[config.mk]
export PLATFORM = sky130hd
export DESIGN_NAME = factorio_param
export DESIGN_NICKNAME = d
export VERILOG_FILES = /design/src/rtl/factorio_param.sv
export SDC_FILE = /design/constraint.sdc
export NUM_CORES = 1
export LEC_CHECK = 0
export CORE_ASPECT_RATIO = 1.4
export CORE_MARGIN = 2
export CORE_UTILIZATION = 45
export DETAILED_ROUTE_END_ITERATION = 8
export PLACE_DENSITY = 0.61
export SLEW_MARGIN = 20
export SYNTH_ARGS = -nofsm -noshare
export SYNTH_HDL_FRONTEND = slang
export SYNTH_SLANG_ARGS = --single-unit
[constraint.sdc]
create_clock -name clk -period 8.6 [get_ports clk]
set_clock_uncertainty 0.05 [all_clocks]
set_input_delay 1.72 -clock clk [delete_from_list [all_inputs] [get_ports clk]]
set_output_delay 1.72 -clock clk [all_outputs]
set_load 0.02 [all_outputs]
[src/rtl/factorio_param.sv]
// Iterative N! unit: one multiply per cycle, width-generic, overflow -> ERR.
// Define FACTORIO_ABORT_EN to add the Abort input, which cancels LOAD/MULT back to IDLE.
module factorio_param #(
    parameter int unsigned N_W   = 4,
    parameter int unsigned OUT_W = 32
) (
    input  logic             clk,
    input  logic             reset,
    input  logic             Go,
    input  logic [N_W-1:0]   N,
`ifdef FACTORIO_ABORT_EN
    input  logic             Abort,
`endif
    output logic [OUT_W-1:0] Out,
    output logic             Done,
    output logic             Error,
    output logic             Busy,
    output logic [2:0]       CS
);

    typedef enum logic [2:0] {
        IDLE = 3'd0,
        LOAD = 3'd1,
        MULT = 3'd2,
        DONE = 3'd3,
        ERR  = 3'd4
    } state_t;

    state_t             state_q, state_d;
    logic [OUT_W-1:0]   acc_q, acc_d;
    logic [OUT_W-1:0]   out_q, out_d;
    logic [N_W-1:0]     cnt_q, cnt_d;
    logic [N_W-1:0]     n_q, n_d;
    logic [2*OUT_W-1:0] prod;

    // Full-width product; any bit above OUT_W means the result no longer fits.
    assign prod = (2*OUT_W)'(acc_q) * (2*OUT_W)'(cnt_q);

    always_comb begin
        state_d = state_q;
        acc_d   = acc_q;
        cnt_d   = cnt_q;
        n_d     = n_q;
        out_d   = out_q;
        case (state_q)
            IDLE, DONE, ERR: begin
                if (Go) begin
                    n_d     = N;
                    state_d = LOAD;
                end
            end
            LOAD: begin
                acc_d   = OUT_W'(1);
                cnt_d   = n_q;
                state_d = MULT;
            end
            MULT: begin
                if (cnt_q <= N_W'(1)) begin
                    out_d   = acc_q;
                    state_d = DONE;
                end else if (|prod[2*OUT_W-1:OUT_W]) begin
                    state_d = ERR;
                end else begin
                    acc_d = prod[OUT_W-1:0];
                    cnt_d = cnt_q - N_W'(1);
                end
            end
            default: state_d = IDLE;
        endcase
`ifdef FACTORIO_ABORT_EN
        // Abort overrides everything computed above for LOAD/MULT, including a final Out update.
        if (Abort && (state_q == LOAD || state_q == MULT)) begin
            state_d = IDLE;
            acc_d   = acc_q;
            cnt_d   = cnt_q;
            out_d   = out_q;
        end
`endif
    end

    always_ff @(posedge clk or negedge reset) begin
        if (!reset) begin
            state_q <= IDLE;
            acc_q   <= '0;
            cnt_q   <= '0;
            n_q     <= '0;
            out_q   <= '0;
        end else begin
            state_q <= state_d;
            acc_q   <= acc_d;
            cnt_q   <= cnt_d;
            n_q     <= n_d;
            out_q   <= out_d;
        end
    end

    assign Out   = out_q;
    assign Done  = (state_q == DONE);
    assign Error = (state_q == ERR);
    assign Busy  = (state_q == LOAD) || (state_q == MULT);
    assign CS    = state_q;

endmodule

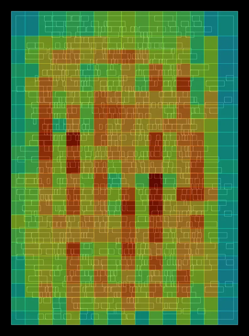
*Routing congestion map, run 1*
met1 Use GR: 28.9%
final core utilization: 50.7%

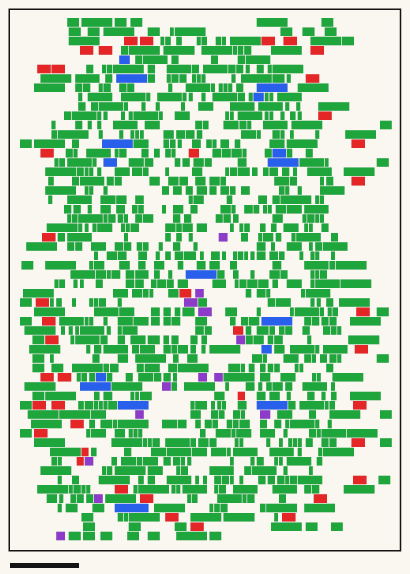
*Cell sizes after repair, run 1*
The bar under the picture is 20 µm long.
size	color	cells	share
_6 and larger	blue	16	1.8%
_0 and _1 cells	green	823	92%
_3 and _4 cells	purple	13	1.5%
_2 cells	red	41	4.6%
final instance area: 8430 µm²
Non-CTS buffers: 54

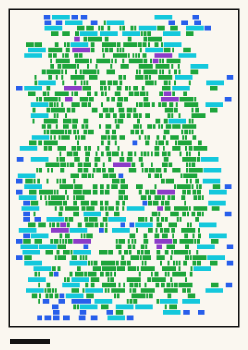
*Placement by cell class, run 1*
The bar under the picture is 20 µm long.
class	color	cells
other buffers and delay cells	blue	54
flops	cyan	75
clock drivers and dummy loads	purple	16
combinational and other logic	green	748

==> flow_metrics.py, run 1 <==
# Synthesis and PnR figures
metrics = {
    "setup_path": {
        "path_class": "register to register",
        "critPathBufInv": 4,
        "crit_chain": "buf_4 -> and2_1 -> fa_1 -> inv_1 -> fa_1 -> inv_1 -> ha_1 -> a21oi_1 -> o21ai_0 -> a221o_1 -> a31o_2 -> a211o_1 -> a31oi_1 -> nand3_1 -> buf_4 -> a21boi_1 -> o211ai_1",
        "cp-startpoint": "cnt_q[2]",
        "cpLargestDelayFamily": "AND-OR/OR-AND gates",
    },
    "die": {
        "rows": 56,
        "io_pins": 45,
        "fp.dieW_um": 113,
        "coreArea_um2": 16600,
    },
    "power": {
        "power_leakage_nw": 4.25,
        "ir_worst_vdd_v": 0.000144,
        "power.group.top": "combinational cells",
        "power.share.clock_pct": 24.5,
        "pg_comb_mw": 0.690,
        "p_seq_mw": 0.492,
    },
    "place": {
        "gp_congestion": 0.894,
        "pre_cts_slack_ns": 2.90,
        "io_buffer_count": 44,
        "dpl_cell_area_um2": 8110,
        "dp_hpwl_um": 13300,
        "dpl.cell_count": 1079,
    },
    "clock_tree": {
        "clockBufferDepth": 2,
        "cts_tree": "done",
    },
    "logic_synthesis": {
        "top_cells_by_count": "inv_1 (120), nand2_1 (102), and2_1 (96), dfrtp_1 (75), fa_1 (60)",
        "topCombFamilyByArea": "adder cells",
        "syn-num-nets": 980,
        "synth_top_area_share_pct": 24.9,
        "syn_inst": 871,
        "yosysSeqAreaShare_pct": 24.9,
        "numSynthFlops": 75,
    },
    "global_route": {
        "gr-usage-all-layers_pct": 22.2,
        "antenna_found_initial": 0,
    },
    "flow_run": {
        "maxCapViolCount": 0,
    },
    "detailed_routing": {
        "drc": 0,
        "drtIter0Drc": 289,
        "routed.top_layer": "met4",
        "drt-total-wl_um": 18500,
        "post_drt_wl_per_cell_um": 16.8,
    },
    "sta": {
        "slew-limit-headroom_pct": 41.0,
        "grt_setup_unrepaired": "false",
    },
    "finish": {
        "drive_above_1_share_pct": 7.84,
        "clock_buffers": 9,
        "inverters": 120,
        "finalNonFillerCells": 1096,
        "comb_area_share_pct": 59.6,
    },
    "status": {
        "status": "finished clean",
    },
}
### Where the registers sit, run 1

The bar under the picture is 20 µm long. Other sequential cells in the stronger gray, the rest of the logic in the fainter gray.
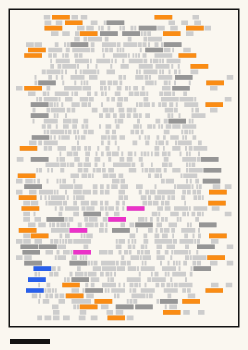

==> run 1 -> run 2 <==
==> constraint.sdc (replaced) <==
create_clock -name clk -period 5.8 [get_ports clk]
set_clock_uncertainty 0.05 [all_clocks]
set_input_delay 1.16 -clock clk [delete_from_list [all_inputs] [get_ports clk]]
set_output_delay 1.16 -clock clk [all_outputs]
set_load 0.02 [all_outputs]
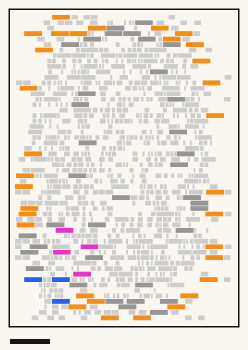
*Where the registers sit, run 2*
The bar under the picture is 20 µm long. Other sequential cells in the stronger gray, the rest of the logic in the fainter gray.
name in the netlist	color	sequential cells
cnt_q	magenta	4
Out	orange	32
CS	blue	3
not colored	36
Seq. pwr: 0.702 mW
final core utilization: 50.8%
FF+latch area: 1880 µm²

==> flow_metrics.py, run 2 <==
# Synthesis and PnR figures
metrics = {
    "status": {
        "status": "finished clean",
    },
    "logic_synthesis": {
        "numSynthFlops": 75,
        "syn-num-nets": 980,
        "synth_top_area_share_pct": 24.9,
        "topCombFamilyByArea": "adder cells",
        "yosysSeqAreaShare_pct": 24.9,
        "top_cells_by_count": "inv_1 (120), nand2_1 (102), and2_1 (96), dfrtp_1 (75), fa_1 (60)",
        "syn_inst": 871,
    },
    "global_route": {
        "met1_usage_pct": 27.3,
        "gr-usage-all-layers_pct": 21.6,
        "antenna_found_initial": 0,
    },
    "die": {
        "io_pins": 45,
        "rows": 56,
        "coreArea_um2": 16600,
    },
    "setup_path": {
        "crit_chain": "and2_1 -> fa_1 -> inv_1 -> fa_1 -> inv_1 -> ha_1 -> and4_1 -> and3_1 -> and3_1 -> or4b_1 -> o21ai_1 -> xor2_1 -> or3_4 -> nor2_4 -> buf_12 -> mux2i_1",
        "cpLargestDelayFamily": "simple AND/OR/NAND/NOR gates",
        "cp-startpoint": "cnt_q[3]",
        "path_class": "register to register",
    },
    "power": {
        "power_leakage_nw": 4.25,
        "pg_comb_mw": 1.07,
        "finalPower_mw": 2.31,
        "power.share.clock_pct": 23.2,
        "ir_worst_vdd_v": 0.000287,
        "power.group.top": "combinational cells",
    },
    "finish": {
        "inverters": 120,
        "clock_buffers": 9,
        "comb_area_share_pct": 59.5,
        "signal_buffers": 59,
        "drive_above_1_share_pct": 8.25,
        "finalNonFillerCells": 1100,
    },
    "clock_tree": {
        "cts_tree": "done",
        "ctsResizeCount": 0,
    },
    "place": {
        "dpl_cell_area_um2": 8160,
        "io_buffer_count": 44,
        "pre_cts_slack_ns": 0.429,
        "gp_congestion": 0.866,
    },
    "flow_run": {
        "maxCapViolCount": 0,
        "warnings": 27,
    },
    "detailed_routing": {
        "post_drt_wl_per_cell_um": 16.4,
        "drt-total-wl_um": 18000,
    },
    "sta": {
        "grt_setup_unrepaired": "false",
    },
}
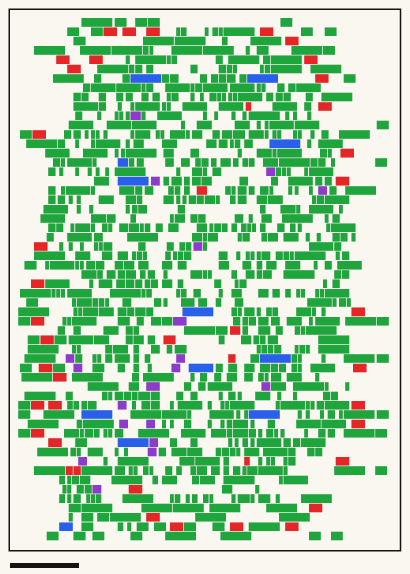
*Cell sizes after repair, run 2*
The bar under the picture is 20 µm long.
final instance area: 8440 µm²
P&R area growth vs syn: 11.7%
Final WS setup: 0.412 ns

No activity file was given, so power comes from the tool's default toggle rates.
